Fig. 1: run 1, cells coloured by class
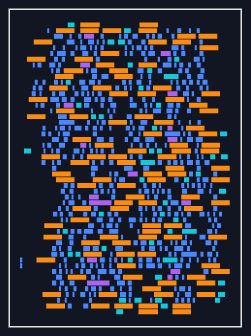
Fig. 2: run 1, metal 4
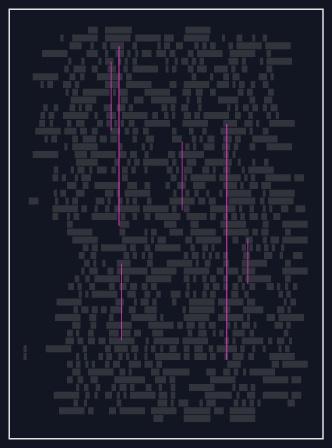
Fig. 3: run 1, clock routing
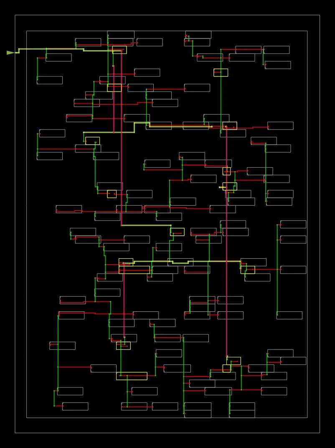
File: src/rtl/key_conditioner_if.sv
// Pushbutton bundle between the raw KEY pins, the key conditioner and the stopwatch core.
// slave = conditioner side, master = board/consumer side.
interface key_conditioner_if #(
    parameter int unsigned N_KEYS = 4
);
    logic [N_KEYS-1:0] KEY;
    logic [N_KEYS-1:0] key_level;
    logic [N_KEYS-1:0] key_press;
    logic [N_KEYS-1:0] key_release;
    logic [N_KEYS-1:0] key_long;

    modport master (
        output KEY,
        input  key_level,
        input  key_press,
        input  key_release,
        input  key_long
    );

    modport slave (
        input  KEY,
        output key_level,
        output key_press,
        output key_release,
        output key_long
    );
endinterface

File: src/rtl/key_conditioner.sv
// Synchronises, debounces and edge-detects active-low pushbuttons into clean strobes.
// Define KEY_LONG_PRESS_EN to add a one-shot long-hold pulse per key on key_long.
module key_conditioner #(
    parameter int unsigned N_KEYS      = 4,
    parameter int unsigned CLK_HZ      = 50000000,
    parameter int unsigned DEBOUNCE_MS = 20,
    parameter int unsigned LONG_MS     = 1000
) (
    input logic              CLOCK_50,
    input logic              reset_n,
    key_conditioner_if.slave keys
);
    localparam int unsigned DB_CYCLES   = CLK_HZ / 1000 * DEBOUNCE_MS;
    localparam int unsigned LONG_CYCLES = CLK_HZ / 1000 * LONG_MS;
    localparam int unsigned DB_W        = $clog2(DB_CYCLES + 1);

    if (DB_CYCLES < 1) begin : g_bad_db
        $error("key_conditioner: debounce period is shorter than one clock cycle");
    end
    if (LONG_CYCLES < 1) begin : g_bad_long
        $error("key_conditioner: long-press period is shorter than one clock cycle");
    end

    typedef enum logic [1:0] {
        StReleased,
        StPressWait,
        StPressed,
        StReleaseWait
    } key_state_e;

    key_state_e        state_q [N_KEYS];
    logic [DB_W-1:0]   cnt_q   [N_KEYS];
    logic [N_KEYS-1:0] sync1_q, sync2_q;
    logic [N_KEYS-1:0] level_q, press_q, release_q;
    logic [N_KEYS-1:0] pressed;

    // Synchronised and inverted: 1 = button held down.
    assign pressed = ~sync2_q;

    always_ff @(posedge CLOCK_50 or negedge reset_n) begin
        if (!reset_n) begin
            sync1_q   <= '1;
            sync2_q   <= '1;
            level_q   <= '0;
            press_q   <= '0;
            release_q <= '0;
            for (int i = 0; i < N_KEYS; i++) begin
                state_q[i] <= StReleased;
                cnt_q[i]   <= '0;
            end
        end else begin
            sync1_q   <= keys.KEY;
            sync2_q   <= sync1_q;
            press_q   <= '0;
            release_q <= '0;
            for (int i = 0; i < N_KEYS; i++) begin
                unique case (state_q[i])
                    StReleased: begin
                        if (pressed[i]) begin
                            state_q[i] <= StPressWait;
                            cnt_q[i]   <= DB_W'(1);
                        end
                    end
                    StPressWait: begin
                        if (!pressed[i]) begin
                            state_q[i] <= StReleased;
                            cnt_q[i]   <= '0;
                        end else if (cnt_q[i] == DB_W'(DB_CYCLES)) begin
                            state_q[i] <= StPressed;
                            cnt_q[i]   <= '0;
                            level_q[i] <= 1'b1;
                            press_q[i] <= 1'b1;
                        end else begin
                            cnt_q[i] <= cnt_q[i] + DB_W'(1);
                        end
                    end
                    StPressed: begin
                        if (!pressed[i]) begin
                            state_q[i] <= StReleaseWait;
                            cnt_q[i]   <= DB_W'(1);
                        end
                    end
                    StReleaseWait: begin
                        if (pressed[i]) begin
                            state_q[i] <= StPressed;
                            cnt_q[i]   <= '0;
                        end else if (cnt_q[i] == DB_W'(DB_CYCLES)) begin
                            state_q[i]   <= StReleased;
                            cnt_q[i]     <= '0;
                            level_q[i]   <= 1'b0;
                            release_q[i] <= 1'b1;
                        end else begin
                            cnt_q[i] <= cnt_q[i] + DB_W'(1);
                        end
                    end
                    default: begin
                        state_q[i] <= StReleased;
                        cnt_q[i]   <= '0;
                    end
                endcase
            end
        end
    end

    assign keys.key_level   = level_q;
    assign keys.key_press   = press_q;
    assign keys.key_release = release_q;

`ifdef KEY_LONG_PRESS_EN
    localparam int unsigned LONG_W = $clog2(LONG_CYCLES + 1);

    logic [LONG_W-1:0] hold_q [N_KEYS];
    logic [N_KEYS-1:0] long_q;

    // Counts only while settled in StPressed; any exit clears it, so re-entry restarts.
    always_ff @(posedge CLOCK_50 or negedge reset_n) begin
        if (!reset_n) begin
            long_q <= '0;
            for (int i = 0; i < N_KEYS; i++) begin
                hold_q[i] <= '0;
            end
        end else begin
            long_q <= '0;
            for (int i = 0; i < N_KEYS; i++) begin
                if (state_q[i] == StPressed && pressed[i]) begin
                    if (hold_q[i] != LONG_W'(LONG_CYCLES)) begin
                        hold_q[i] <= hold_q[i] + LONG_W'(1);
                        if (hold_q[i] == LONG_W'(LONG_CYCLES - 1)) begin
                            long_q[i] <= 1'b1;
                        end
                    end
                end else begin
                    hold_q[i] <= '0;
                end
            end
        end
    end

    assign keys.key_long = long_q;
`else
    assign keys.key_long = '0;
`endif
endmodule

File: src/flat_wrapper.sv
// flat-port wrapper written by rule: the top's interface ports become plain ports
module key_conditioner_flat 
#(
    parameter int unsigned N_KEYS      = 4,
    parameter int unsigned CLK_HZ      = 50000000,
    parameter int unsigned DEBOUNCE_MS = 20,
    parameter int unsigned LONG_MS     = 1000
)
  (CLOCK_50, reset_n, keys_KEY, keys_key_level, keys_key_press, keys_key_release, keys_key_long);
  key_conditioner_if #(.N_KEYS(N_KEYS)) keys_i ();
  input logic CLOCK_50;
  input logic reset_n;
  input wire logic [$bits(keys_i.KEY)-1:0] keys_KEY;
  output wire logic [$bits(keys_i.key_level)-1:0] keys_key_level;
  output wire logic [$bits(keys_i.key_press)-1:0] keys_key_press;
  output wire logic [$bits(keys_i.key_release)-1:0] keys_key_release;
  output wire logic [$bits(keys_i.key_long)-1:0] keys_key_long;
  assign keys_i.KEY = keys_KEY;
  assign keys_key_level = keys_i.key_level;
  assign keys_key_press = keys_i.key_press;
  assign keys_key_release = keys_i.key_release;
  assign keys_key_long = keys_i.key_long;
  key_conditioner #(.N_KEYS(N_KEYS), .CLK_HZ(CLK_HZ), .DEBOUNCE_MS(DEBOUNCE_MS), .LONG_MS(LONG_MS)) u_core (.CLOCK_50(CLOCK_50), .reset_n(reset_n), .keys(keys_i));
endmodule
File: config.mk
export PLATFORM = sky130hd
export DESIGN_NAME = key_conditioner_flat
export DESIGN_NICKNAME = d
export VERILOG_FILES = /design/src/rtl/key_conditioner_if.sv /design/src/rtl/key_conditioner.sv /design/src/flat_wrapper.sv
export SDC_FILE = /design/constraint.sdc
export NUM_CORES = 1
export LEC_CHECK = 0
export CAP_MARGIN = 20
export CELL_PAD_IN_SITES_DETAIL_PLACEMENT = 1
export CELL_PAD_IN_SITES_GLOBAL_PLACEMENT = 2
export CORE_ASPECT_RATIO = 1.4
export CORE_MARGIN = 4
export CORE_UTILIZATION = 40
export CTS_BUF_LIST = sky130_fd_sc_hd__clkbuf_4 sky130_fd_sc_hd__clkbuf_8
export DETAILED_ROUTE_END_ITERATION = 7
export PLACE_DENSITY = 0.88
export SLEW_MARGIN = 0
export SYNTH_ARGS = -nofsm -noshare
export SYNTH_HDL_FRONTEND = slang
export SYNTH_SLANG_ARGS = --single-unit
File: constraint.sdc
create_clock -name CLOCK_50 -period 2.4 [get_ports CLOCK_50]
set_input_delay 0.48 -clock CLOCK_50 [delete_from_list [all_inputs] [get_ports CLOCK_50]]
set_output_delay 0.48 -clock CLOCK_50 [all_outputs]
set_load 0.02 [all_outputs]
==> run notes, run 1 <==
Notes from the flow run.

Status:
- The flow ran to the end, and the final reports show no timing, DRC or antenna violations.

Yosys:
- The run gives the count of flip-flops with a built-in enable after synthesis as 0.
- The cell count after synthesis came out at approximately 620.
- The run puts the fraction of synthesis flops using an asynchronous set or reset pin at 1.00.
- The run puts the area of the synthesized netlist per yosys stat at approximately 5700 sq um.
- The run puts the share of synthesized area occupied by flip-flops and latches at 0.472.
- The run gives the most frequently used flop master after synthesis as sky130_fd_sc_hd__dfrtp_1.
- The run puts the synthesized cell area at 5750 sq um.
- The run puts the number of library cell types mapped by synthesis at approximately 57.
- The synthesis report lists the most area-consuming cells as sky130_fd_sc_hd__dfrtp_1 (44%), sky130_fd_sc_hd__a31oi_1 (6.4%), sky130_fd_sc_hd__nand2_1 (4.4%), sky130_fd_sc_hd__a21oi_1 (3.9%), sky130_fd_sc_hd__dfstp_2 (3.7%).
- The run gives the warning count from the yosys run as 0.
- The run puts the synthesized area divided by synthesized cell count at approximately 9.3 sq um.
- The cell type that accounts for the most area after synthesis is sky130_fd_sc_hd__dfrtp_1.
- The run gives the number of synthesized register bits as between 100 and 150.

CTS:
- The run gives the maximum buffer depth of the clock tree as 2.
- The run gives the number of buffers created by CTS as 9.
- CTS placed an instance of sky130_fd_sc_hd__clkbuf_8 at the clock tree root.
- The run gives the setup fix buffers added after clock tree synthesis as 0.
- The run puts the number of hold buffers added after cts at 0.
- The run puts the cell resize tally after clock tree synthesis at 0.
- In the CTS report, the clock slew at the register clock pins of the worst setup and hold paths is listed as about 0.10 ns.

GRT:
- The run puts the number of antenna violations at the first check in global routing at 0.
- The run gives the via count of the first global-routing pass as between 5k and 6k.
- In the global route stage, overall resource usage came out at 0.189.
- The run gives the total congestion overflow after global routing as 0.

Setup path:
- The run gives the gate family responsible for the most delay along the worst path as simple AND/OR/NAND/NOR gates.
- The run gives the worst reg2reg path startpoint as u_core.cnt_q[72]$_DFFE_PN0P_.
- The OpenROAD report gives the critical path a required time of 2.69 ns.
- The critical path in this run is classified as reg2reg.
- The run gives the number of gates on the worst path with buffers counted as 6.
- In this run the worst setup path begins at u_core.cnt_q[72]$_DFFE_PN0P_.
- For reference, the critical path cell chain is or4_1, nor4_4, a21oi_2, buf_12, a21o_1, a22o_1.
- The worst setup path is captured at a register.
- The worst setup path is launched from a register.
- In this run the worst path has a maximum fanout of 18.
- The slowest stage of the critical path is the sky130_fd_sc_hd__or4_1 cell.
- The run gives the endpoint arrival time on the critical path as 2.54 ns.
- The run gives the slack of the worst reg-to-reg path as 0.15 ns.
- The run gives the length in cells of the worst reg-to-reg path as 6.
- In this run the worst setup path terminates at u_core.cnt_q[73]$_DFFE_PN0P_.

Cells and area:
- Ranking logic cells in the layout by count gives the top entries sky130_fd_sc_hd__dfrtp_1 (100), sky130_fd_sc_hd__nand2_1 (68), sky130_fd_sc_hd__a31oi_1 (59).
- The final antenna diode tally reported by the flow is 0.
- The run gives the filler cell count in the final layout as 1608.
- The run gives the area growth from synthesis to final layout as 12.8%.
- The final layout contains 660 nets.
- The run gives the area of all placed cells without fillers as roughly 6500 sq um.

Power and ir drop:
- The group that draws the most power in this run is sequential cells.
- Per the OpenROAD power report, leakage power amounts to roughly 2.7 nW.
- The run gives the total power as ~0.0037 W.
- The run gives the internal power as about 0.0027 W.
- The run gives the reported net switching power as between 0.0009 and 0.001 W.
- The run puts the power density of the placed cells at approximately 570 nW/um^2.
- The run puts the portion of total power attributed to the clock network at 0.358.
- The run puts the combinational logic power at 0.000412 W.

Floorplan:
- The run puts the floorplan-stage core utilization at 0.411.
- Per the OpenROAD floorplan log, the width of the die is 109 um.
- The run puts the die outline height at roughly 150 um.
- The report lists the number of standard-cell rows as around 50.
- 22 I/O pins were placed.

STA:
- The run puts the time the worst path needs with I/O delays and setup at ~2.2 ns.
- The run gives the total count of max-transition violations in the final report as 0.
- After routing, the total negative slack on setup checks comes to 0 ns.
- The run gives the ratio of final minimum period to clock period as 0.937.
- The run gives the number of hold violations in the final report as 0.
- The flow reports an fmax of 445 MHz.
- Setup slack closes at 0.151 ns.
- Setup repair after global routing left no endpoint under its margin.

Placement:
- The run gives the placed instance area as ~6300 sq um.
- STA on the placed design reports a worst setup slack of ~0.17 ns.
- The placement summary gives the final routability congestion estimate as between 0.7 and 0.8.

Detailed routing:
- The run puts the violation count after the first detailed-route iteration at ~190.
- In the routed layout, each cell is associated on average with a via count of a little under 6.
- The run gives the tally of nets with antenna violations remaining after routing as 0.
- Per the detailed-route log, wirelength across all metal layers totals ~14000 um.
- The run gives the first-pass iteration count of the detailed router as 4.

Run:
- The run gives the number of warnings the tools reported as 30.
- The run gives the number of violations of the max-capacitance limit as 0.

Hold path:
- The run gives the worst hold path class as in2async.
About Fig. 1:
cyan -> remaining buffers and delay cells  # cells 48, share of their area 7.2%
blue -> combinational and other logic  # cells 479, share of their area 46%
purple -> clock drivers and dummy loads  # cells 16, share of their area 3.8%
orange -> sequential cells  # cells 108, share of their area 43%

About Fig. 2:
wire length on this layer = 235 um
nets with wire on the layer = 4
main direction = vertical

About Fig. 3:
final-layout clock buffer total: 13
Fin Clk Skew: 0.0131 ns
power in the clock group: 0.00133 W
worst skew pair latency: 0.39 ns
TritonCTS Sinks: 108

[run 1: synth_stat cells, drive strengths merged (2+ instances only)]
master / number
clkbuf: 19
a22o: 8
buf: 16
dfrtp: 100
o21ai: 22
ha: 8
and3: 13
or4: 8
a21o: 7
nand2b: 14
mux2: 4
inv: 24
xnor2: 5
nor2: 40
mux2i: 8
o211ai: 3
a31oi: 59
nand2: 68
a21oi: 47
nor4: 10
a41oi: 11
nand3b: 3
or4b: 3
nand4b: 2
and4: 5
xor2: 5
or2b: 3
nand3: 38
or3: 5
and2: 5
dfstp: 8
nand4: 17
nor3: 18
[run 1: logic make-up (layout without fill, tap and decap cells)]
family	Yosys count	in the layout	synth area share
buf+inv	59	88	0.0494
flops	108	108	0.472
simple gates	257	257	0.246
other cells	1	4	0.000652
xor+xnor	10	10	0.0152
compound gates	164	164	0.178
mux	12	12	0.0218
fa+ha+maj	8	8	0.0174
[run 1: sequential cells by signal, indices dropped and copies added (netlist names), named ones only]
signal and flops:
u_core.keys.key_release 4, u_core.keys.key_press 4, u_core.state_q 4, u_core.sync1_q 4
u_core.keys.key_level 4, u_core.cnt_q 80, u_core.sync2_q 4
[run 1: metrics by stage]
step / utilization / instances
2_1_floorplan: - / 622
3_3_place_gp: 0.447 / 820
3_5_place_dp: 0.447 / 820
4_1_cts: 0.464 / 836
5_1_grt: 0.464 / 836
6_report: 0.464 / 836
[run 1: cell type report]
type	instances	area share
Clock inverter	3	0.0106
Tap cell	185	0.0357
Clock buffer	13	0.0257
Timing Repair Buffer	48	0.0694
Sequential cell	108	0.418
Inverter	24	0.0139
Multi-Input combinational cell	455	0.427
[run 1: routing by layer]
layer,wire [um],vias up,global-route usage
li1,-,2329,-
met1,6140,2443,0.229
met2,7770,32,0.335
met3,233,14,0.0311
met4,234,0,0.0643
met5,0,-,0
==> run 2: changes to the inputs <==
- CTS_CLUSTER_DIAMETER: default -> 120
Fig. 4: run 2, cells coloured by class
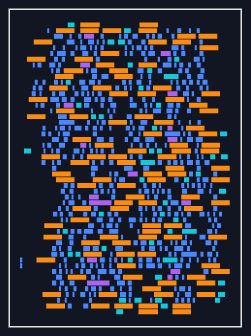
purple -> clock drivers and dummy loads  # cells 16, share of their area 3.8%
orange -> sequential cells  # cells 108, share of their area 43%
blue -> combinational and other logic  # cells 479, share of their area 46%
cyan -> remaining buffers and delay cells  # cells 48, share of their area 7.2%

Fig. 5: run 2, clock routing
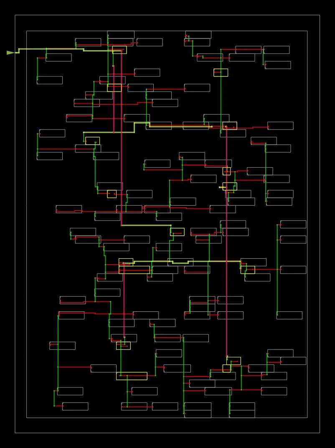
sequential cell count of the final layout: 108
CTS Buf Count: 9

Fig. 6: run 2, metal 4
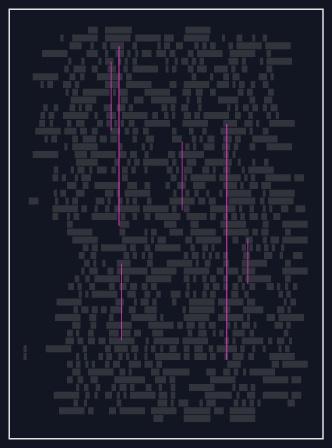
nets with wire on the layer = 4
main direction = vertical
share of all routed wire = 1.6%
longest straight run = 82.3 um
wire length on this layer = 235 um

==> run 2 against run 1 <==
Against the previous run:
- sequential power about the same
- flip-flop count unchanged
- first-iteration DRC count unchanged
- synthesized cell count is the same
- critical path depth did not move
- highest routed layer unchanged
==> run notes, run 2 <==
Notes from the flow run.

Power and ir drop:
- The run gives the clock network power as between 0.001 and 0.0015 W.
- The run puts the reported sequential group power at 0.00197 W.
- The run puts the reported net switching power at 0.000982 W.
- Of the total power, the clock network draws 0.358.
- Ranked by power, first place goes to sequential cells.
- The run gives the cell leakage power as roughly 2.7 nW.
- The run gives the internal power as roughly 0.0027 W.
- The run puts the power density of the placed cells at roughly 570 nW/um^2.
- The run gives the combinational logic power as ~0.00041 W.
- The run puts the total power at 0.00371 W.

STA:
- The run gives the number of hold violations in the final report as 0.
- The run puts the final sum of negative setup slack at 0 ns.
- The run puts the final worst-path setup slack at approximately 0.15 ns.
- Setup violations remaining at the end of the flow were counted as 0.
- The run puts the time the worst path needs with I/O delays and setup at 2.25 ns.
- Setup repair after global routing left no endpoint under its margin.
- The run gives the worst clock skew on the final layout as 0.0131 ns.
- The final timing summary puts the cycle share of the worst path at 0.937.
- The run gives the top achievable clock speed as about 440 MHz.
- The run gives the total count of max-transition violations in the final report as 0.

CTS:
- The run gives the cell resize tally after clock tree synthesis as 0.
- The run gives the number of sinks driven by the clock tree as about 110.
- The run gives the setup fix buffers added after clock tree synthesis as 0.
- The run gives the clock tree root driver cell as sky130_fd_sc_hd__clkbuf_8.
- Hold repair after CTS inserted 0 buffers.
- TritonCTS built the clock tree.
- Counting along the longest clock path gives a buffer depth of 2.
- The run gives the post-CTS clock slew at the launch and capture registers of the worst setup and hold paths as ~0.10 ns.
- The clock reaches the later pin of the worst-skew pair after between 0.3 and 0.4 ns.

Yosys:
- Counting every instance in the synthesized netlist gives 619.
- Per the synthesis report, the adder-cell share of the synthesized area is 0.0174.
- For reference, the top cells by count after synthesis are sky130_fd_sc_hd__dfrtp_1 (100), sky130_fd_sc_hd__nand2_1 (68), sky130_fd_sc_hd__a31oi_1 (59).
- By area, the combinational part of the netlist is dominated by simple AND/OR/NAND/NOR gates.
- The run gives the cell accounting for the most synthesized area as sky130_fd_sc_hd__dfrtp_1.
- The run puts the area fraction in mux cells at 0.0218.
- The run puts the area of the synthesized netlist per yosys stat at 5750 sq um.
- Sorting the synthesis cell report by count puts at the top sky130_fd_sc_hd__dfrtp_1.
- The run gives the fraction of synthesis flops using an asynchronous set or reset pin as 1.00.
- The run gives the area fraction in compound gates after synthesis as 0.178.
- The run puts the number of synthesized register bits at 108.
- Ranked by total cell area, the synthesized netlist is headed by sky130_fd_sc_hd__dfrtp_1 (44%), sky130_fd_sc_hd__a31oi_1 (6.4%), sky130_fd_sc_hd__nand2_1 (4.4%), sky130_fd_sc_hd__a21oi_1 (3.9%), sky130_fd_sc_hd__dfstp_2 (3.7%).
- The run puts the post-synthesis share of cell area spent on xor and xnor gates at 0.0152.
- Post-synth the commonest register cell is sky130_fd_sc_hd__dfrtp_1.
- The cell area that synthesis handed to floorplanning was between 5000 and 6000 sq um.
- The run gives the count of flip-flops with a built-in enable after synthesis as 0.
- The run puts the simple-gate share of the synthesized area at 0.246.
- Yosys mapped the design onto 57 distinct sky130hd cell types.
- The share of the Yosys chip area taken by registers is 0.472.
- The run puts the synthesized area divided by synthesized cell count at roughly 9.3 sq um.
- The run puts the warning count from the yosys run at 0.

Detailed routing:
- The run gives the total length of routed wires as 14400 um.
- The run gives the uppermost metal layer occupied by signal nets as met4.
- The routed design shows a via density per instance of between 5 and 6.
- The run gives the wire length on met2 as 7770 um.
- The run puts the first-pass iteration count of the detailed router at 4.
- Detailed-route iteration 0 reported a violation count of between 150 and 200.
- After detailed routing, the met3 layer carries 233 um of wire.
- Once detail routing completed, the nets flagged for antenna violations numbered 0.
- The run puts the post-route met1 wirelength at between 6000 and 7000 um.

Setup path:
- The run gives the critical path data required time as 2.69 ns.
- The worst setup path is of the reg2reg kind.
- The run puts the largest fanout of any net on the critical path at 18.
- The run gives the cell with the largest stage delay on the worst path as sky130_fd_sc_hd__or4_1.
- The worst setup path is captured at a register.
- Per STA, the worst path accumulates the most delay in the family simple AND/OR/NAND/NOR gates.
- Traced cell by cell, the critical path runs through or4_1, nor4_4, a21oi_2, buf_12, a21o_1, a22o_1.
- The worst setup path is launched from a register.
- The run gives the endpoint arrival time on the critical path as between 2 and 3 ns.

Cells and area:
- In the layout the commonest cells are sky130_fd_sc_hd__dfrtp_1 (100), sky130_fd_sc_hd__nand2_1 (68), sky130_fd_sc_hd__a31oi_1 (59).
- The register with the most flip-flops in the layout has around 80 of them.
- The run gives the area growth from synthesis to final layout as 12.8%.
- The run puts the final-stage net count at roughly 660.
- The final report gives the core utilization as 0.464.
- The run puts the filler cell count in the final layout at ~1.6k.
- The run gives the register name with the most flops as u_core.cnt_q.
- The run puts the number of diodes at 0.

Floorplan:
- The share of the core area taken by cells at floorplan is 0.411.
- The run gives the die outline height as 150 um.
- The run puts the cell row count at just over 50.
- The run puts the horizontal die dimension at approximately 110 um.
- The chip occupies 16400 sq um.

GRT:
- The run puts the met3 demand-to-capacity share in global routing at 0.0311.
- The run gives the met2 global-route usage as 0.335.
- The run gives the most congested layer reported by global routing as met2.
- The number of antenna violations at the first check in global routing came to 0.
- The via count of the first global-routing pass was between 5k and 6k.
- met1 track demand over resource after global routing is 0.229.
- The run puts the total congestion overflow after global routing at 0.

Run:
- The run puts the number of warnings the tools reported at 30.
- The run puts the number of violations of the max-capacitance limit at 0.

Placement:
- The run gives the minimum setup slack after placement as 0.168 ns.
- The run gives the global placer's final weighted congestion as between 0.7 and 0.8.

Hold path:
- The most critical min-delay path falls under in2async.

Status:
- The run finished with clean final reports.
run 2: cell counts in the layout (fill, tap and decap cells not counted):
Identical to the previous run, type by type.
run 2: path summary, 6_finish.rpt:
| path | from | to | slack, ns | depth (start not counted) |
|---|---|---|---|---|
| setup / recovery | u_core.cnt_q[72]$_DFFE_PN0P_ | u_core.cnt_q[73]$_DFFE_PN0P_ | 0.15 | 6 |
| hold / removal | reset_n | u_core.cnt_q[78]$_DFFE_PN0P_ | 0.008 | 1 |
| setup reg to reg | u_core.cnt_q[72]$_DFFE_PN0P_ | u_core.cnt_q[73]$_DFFE_PN0P_ | 0.15 | 6 |
| hold reg to reg | u_core.sync1_q[0]$_DFF_PN1_ | u_core.sync2_q[0]$_DFF_PN1_ | 0.36 | 0 |
| max in group asynchronous | reset_n | u_core.sync2_q[3]$_DFF_PN1_ | 1.76 | 2 |
| min in group CLOCK_50 | u_core.sync1_q[0]$_DFF_PN1_ | u_core.sync2_q[0]$_DFF_PN1_ | 0.36 | 0 |
run 2: metrics by stage:
step | instances | hold WS (ns) | instance area, sq um
final | 836 | 0.00766 | 6490
after global routing | 836 | 0.0224 | 6490
after CTS | 836 | 0.00262 | 6490
after detailed placement | 820 | 0.351 | 6250
after global placement | 820 | 0.346 | 6250
after floorplan | 622 | 0.184 | 5760
run 2: cell type report:
| cell class | instances | area [sq um] | share of cell area |
|---|---|---|---|
| well taps | 185 | 231 | 0.0357 |
| repair buffers | 48 | 450 | 0.0694 |
| inverters | 24 | 90.1 | 0.0139 |
| multi-input cells | 455 | 2770 | 0.427 |
| clock inverters | 3 | 68.8 | 0.0106 |
| flip-flops and latches | 108 | 2710 | 0.418 |
| clock buffers | 13 | 166 | 0.0257 |
==> run 3: changes to the inputs <==
- CORE_ASPECT_RATIO: 1.4 -> 1.2
Fig. 7: run 3, clock distribution
The bar under the picture is 20 um long.
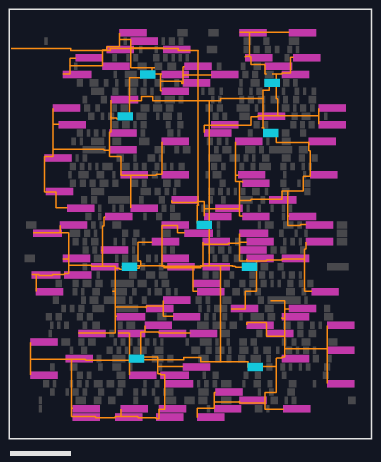
cyan -> clock drivers  # count 9
magenta -> flip-flops  # count 108
orange -> clock wires  # length 1480 um
flops lie = all over the die

Fig. 8: run 3, metal 4
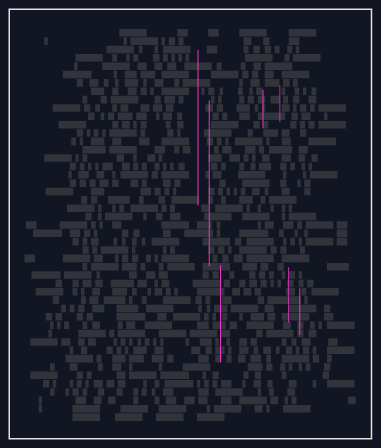
main direction = vertical
nets with wire on the layer = 5
longest straight run = 53.7 um

Fig. 9: run 3, cells coloured by class
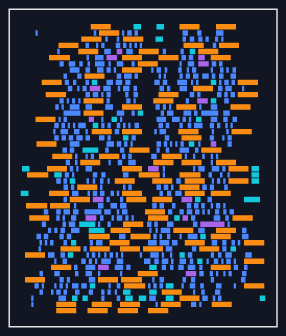
purple -> clock drivers and dummy loads  # cells 16, share of their area 3.3%
blue -> combinational and other logic  # cells 479, share of their area 46%
cyan -> remaining buffers and delay cells  # cells 43, share of their area 6.7%
orange -> sequential cells  # cells 108, share of their area 44%

==> run 3 against run 2 <==
Against the previous run:
- clock skew down 0.0022 ns
- critical path type unchanged
- largest power group unchanged
- first-iteration DRC count is 32% higher
- maximum frequency is 3.1% higher
==> run notes, run 3 <==
Notes from the flow run.

Status:
- The run finished with clean final reports.

CTS:
- Counting every sink on the clock net gives approximately 110.
- TritonCTS built the clock tree.
- The run puts the count of H-tree levels built during CTS at 3.
- After clock tree synthesis, the flow added hold-fix buffers numbering 0.
- Looking at the clock tree report, the root buffer type is sky130_fd_sc_hd__clkbuf_8.
- The skew report gives the latency at the later pin of the worst-skew pair as slightly below 0.4 ns.
- The run puts the number of buffers created by CTS at 9.
- The number of setup buffers added after CTS is 0.
- The run puts the maximum buffer depth of the clock tree at 2.
- The run gives the cell resize tally after clock tree synthesis as 0.
- On the worst setup and hold paths after CTS, the clock-pin slew comes to roughly 0.11 ns.

GRT:
- The run puts the met3 demand-to-capacity share in global routing at 0.0353.
- The run puts the total congestion overflow after global routing at 0.
- The via count of the first global-routing pass is a little over 5k.
- met2 is the most crowded layer.
- The run gives the number of antenna violations at the first check in global routing as 0.
- The run puts the met1 track demand over resource in global routing at 0.215.
- The run puts the met2 global-route usage at 0.319.
- The run gives the total routing resource utilization after global routing as 0.178.
- The run puts the global-route wire length before repair at 24700 um.
- The run puts the pin count of the biggest net entering global routing at approximately 47.

Cells and area:
- The run gives the area of all placed cells without fillers as 6400 sq um.
- Ranked by total area, the top cell class in this layout is combinational gates.
- The run gives the most frequent logic cell in the layout as sky130_fd_sc_hd__dfrtp_1.
- The run puts the flip-flop count of the largest register after layout at 80.
- The run puts the final-stage net count at 655.
- The run puts the number of ordinary inverters in the final layout at 24.
- The run puts the area fraction of clock buffers and clock inverters at 0.0322.
- The finished layout holds 817 standard cells, fillers aside.
- The run puts the number of diodes at 0.
- The library cells used most frequently in the layout, excluding fill and tap cells, are sky130_fd_sc_hd__dfrtp_1 (100), sky130_fd_sc_hd__nand2_1 (68), sky130_fd_sc_hd__a31oi_1 (59).
- The run puts the fraction of cell area in non-clock buffers at 0.0645.
- The run gives the filler cell count in the final layout as roughly 1.6k.
- Of the total standard cell area in the layout, the sequential portion is 0.424.
- The run puts the area growth from synthesis to final layout at 11.4%.
- Of the cells placed in the final design, the portion with a size suffix greater than 1 is 0.108.
- Of the total standard cell area in the layout, the multi-input combinational portion is 0.432.
- The run puts the layout buffer count excluding clock buffers at between 40 and 50.
- The run puts the flop count at 108.
- Registers take approximately 2700 sq um.
- More flip-flops sit in one register than any other, and that register is u_core.cnt_q.
- The run puts the area of the multi-input gates at 2770 sq um.
- Per the layout report, the design carries 11 clock buffers.
- In the layout the tool counted multi-input logic cells amounting to between 400 and 500.

STA:
- Post-route period utilization is reported as 0.909.
- The run gives the time the worst path needs with I/O delays and setup as between 2 and 2.5 ns.
- The run gives the worst-case headroom to the max-slew limit as 0.513.
- Setup repair after global routing left no endpoint under its margin.
- The run gives the worst clock skew on the final layout as approximately 0.011 ns.
- The run puts the final sum of negative setup slack at 0 ns.
- The run gives the top achievable clock speed as approximately 460 MHz.
- The final max-slew violation count recorded for this run is 0.
- The run gives the transition at the pin with the smallest max-transition slack as ~0.72 ns.
- The run gives the final tally of setup violations as 0.
- Counting endpoints that fail hold in the final report gives 0.

Floorplan:
- Measured along the y axis, the die boundary spans 139 um.
- The run gives the die area as 16400 sq um.
- The run puts the I/O pin total at 22.
- The run puts the well-tap cell count at ~170.
- The report lists the number of standard-cell rows as between 40 and 50.
- The run gives the standard cell core area as ~14000 sq um.
- The run gives the floorplan-stage core utilization as 0.413.
- The run gives the horizontal die dimension as between 100 and 150 um.

Detailed routing:
- The run gives the post-route met1 wirelength as ~6000 um.
- The run puts the total length of routed wires at 13600 um.
- The run puts the final routed DRC violation total at 0.
- The run gives the wire length on met2 as between 7000 and 8000 um.
- The run puts the via count at approximately 4.8k.
- Once iteration 0 of detailed routing completed, the report listed between 200 and 250 DRC markers.
- The run puts the tally of nets with antenna violations remaining after routing at 0.
- The pre-antenna-repair detailed-routing pass consisted of 4 iterations.
- The run gives the wire length per cell as ~17 um.
- Routed signal wires occupy layers up through met4.
- The run gives the via-per-instance ratio as between 5 and 6.
- The run gives the sum of met3 wire segment lengths after detailed routing as slightly above 300 um.

Setup path:
- The run puts the largest fanout of any net on the critical path at 16.
- The data required time reported for the critical path is around 2.7 ns.
- The run gives the length in cells of the worst reg-to-reg path as 6.
- For the worst reg-to-reg path, the startpoint reported by OpenROAD is u_core.cnt_q[68]$_DFFE_PN0P_.
- The run gives the slack of the worst reg-to-reg path as 0.22 ns.
- In this run the critical path is formed by or4bb_1, nor4_4, a21oi_2, buf_12, a21o_1, a22o_1.
- The run puts the endpoint arrival time on the critical path at about 2.5 ns.
- STA classifies the critical path startpoint as a register.
- STA classifies the critical path endpoint as a register.
- The run gives the type of the worst setup path as reg2reg.
- On the worst path, the slowest cell contributes a delay of 0.60 ns.
- Per the STA report, the cell with the highest stage delay on the worst path is sky130_fd_sc_hd__or4bb_1.
- The worst register-to-register path ends at u_core.cnt_q[73]$_DFFE_PN0P_.

Yosys:
- After synthesis the cells add up to between 5000 and 6000 sq um.
- The run gives the largest combinational cell category by area as simple AND/OR/NAND/NOR gates.
- For this run the top cell type by instance count after synthesis was sky130_fd_sc_hd__dfrtp_1.
- The largest total area in the synthesized netlist belongs to sky130_fd_sc_hd__dfrtp_1.
- The run gives the number of synthesized register bits as between 100 and 150.
- The run puts the synthesized instance count at roughly 620.
- The area fraction of the largest cell type after synthesis is 0.435.
- The run puts the area fraction in compound gates after synthesis at 0.178.
- The run gives the post-synthesis share of cell area spent on xor and xnor gates as 0.0152.
- The run gives the share of synthesized area occupied by flip-flops and latches as 0.472.
- The run gives the count of flip-flops with a built-in enable after synthesis as 0.
- Ranked by total cell area, the synthesized netlist is headed by sky130_fd_sc_hd__dfrtp_1 (44%), sky130_fd_sc_hd__a31oi_1 (6.4%), sky130_fd_sc_hd__nand2_1 (4.4%), sky130_fd_sc_hd__a21oi_1 (3.9%), sky130_fd_sc_hd__dfstp_2 (3.7%).
- The cell-mix breakdown from Yosys lists the simple-gate area share as 0.246.
- The cell-mix breakdown from Yosys lists the adder-cell area share as 0.0174.
- Measured against the total synthesized area, the mux share comes to 0.0218.
- The run puts the number of library cell types mapped by synthesis at 57.
- Post-synth the commonest register cell is sky130_fd_sc_hd__dfrtp_1.
- The run puts the warning count from the yosys run at 0.
- The run gives the fraction of synthesis flops using an asynchronous set or reset pin as 1.00.
- The synth_stat.txt file lists the number of cells as 619.
- By count the netlist is led by sky130_fd_sc_hd__dfrtp_1 (100), sky130_fd_sc_hd__nand2_1 (68), sky130_fd_sc_hd__a31oi_1 (59).
- The area recorded from the Yosys report for this design is about 5700 sq um.
- The run puts the synthesized area divided by synthesized cell count at around 9.3 sq um.

Placement:
- The run gives the count of input and output buffers as 17.
- After detailed placement, the design holds a cell count of around 800.
- Routability-driven placement finished with a final weighted congestion of between 0.7 and 0.8.
- The run gives the placed instance area as about 6200 sq um.
- The run puts the half-perimeter wire length after placement at 9710 um.

Run:
- The run gives the number of violations of the max-capacitance limit as 0.
- The run gives the number of warnings the tools reported as 30.

Power and ir drop:
- Summed over all cells, the static leakage comes to approximately 2.7 nW.
- The run puts the total power at approximately 0.0035 W.
- The run gives the power density of the placed cells as around 550 nW/um^2.
- The run gives the worst vdd rail ir drop as roughly 0.22 mV.

Hold path:
- The worst hold path belongs to the class in2async.
## run 3: critical path: cells and delay by family, from the launching register on
kind	cells	cell delay, ns
simple gates	2	0.91
compound gates	3	0.51
flops	1	0.46
buf+inv	1	0.18
## run 3: worst max-delay path by stage
| stage | from | end | slack (ns) |
|---|---|---|---|
| CTS | u_core.cnt_q[72]$_DFFE_PN0P_ | u_core.cnt_q[69]$_DFFE_PN0P_ | 0.21 |
| detailed placement | u_core.cnt_q[72]$_DFFE_PN0P_ | u_core.cnt_q[69]$_DFFE_PN0P_ | 0.24 |
| global route | u_core.cnt_q[0]$_DFFE_PN0P_ | u_core.cnt_q[16]$_DFFE_PN0P_ | 0.07 |
| floorplan | u_core.cnt_q[4]$_DFFE_PN0P_ | u_core.cnt_q[16]$_DFFE_PN0P_ | 0.33 |
| global placement | u_core.cnt_q[72]$_DFFE_PN0P_ | u_core.cnt_q[69]$_DFFE_PN0P_ | 0.29 |
| finish | u_core.cnt_q[68]$_DFFE_PN0P_ | u_core.cnt_q[73]$_DFFE_PN0P_ | 0.22 |
## run 3: per-stage QoR
step,setup slack (ns),utilization,hold slack [ns]
after detailed placement,0.238,0.445,0.347
after floorplan,0.334,-,0.184
after global placement,0.290,0.445,0.348
after global routing,0.0690,0.459,0.0648
final,0.219,0.459,0.0448
after CTS,0.206,0.459,0.0489
## run 3: power by group
group | internal [W] | switching (W) | leakage [nW] | total [W]
logic | 0.000145 | 0.000227 | 1.13 | 0.000373
clock network | 0.000525 | 0.000647 | 0.0952 | 0.00117
registers | 0.00189 | 0.0000937 | 1.46 | 0.00198
total | 0.00256 | 0.000968 | 2.68 | 0.00353
Power and IR drop assume default switching activity.
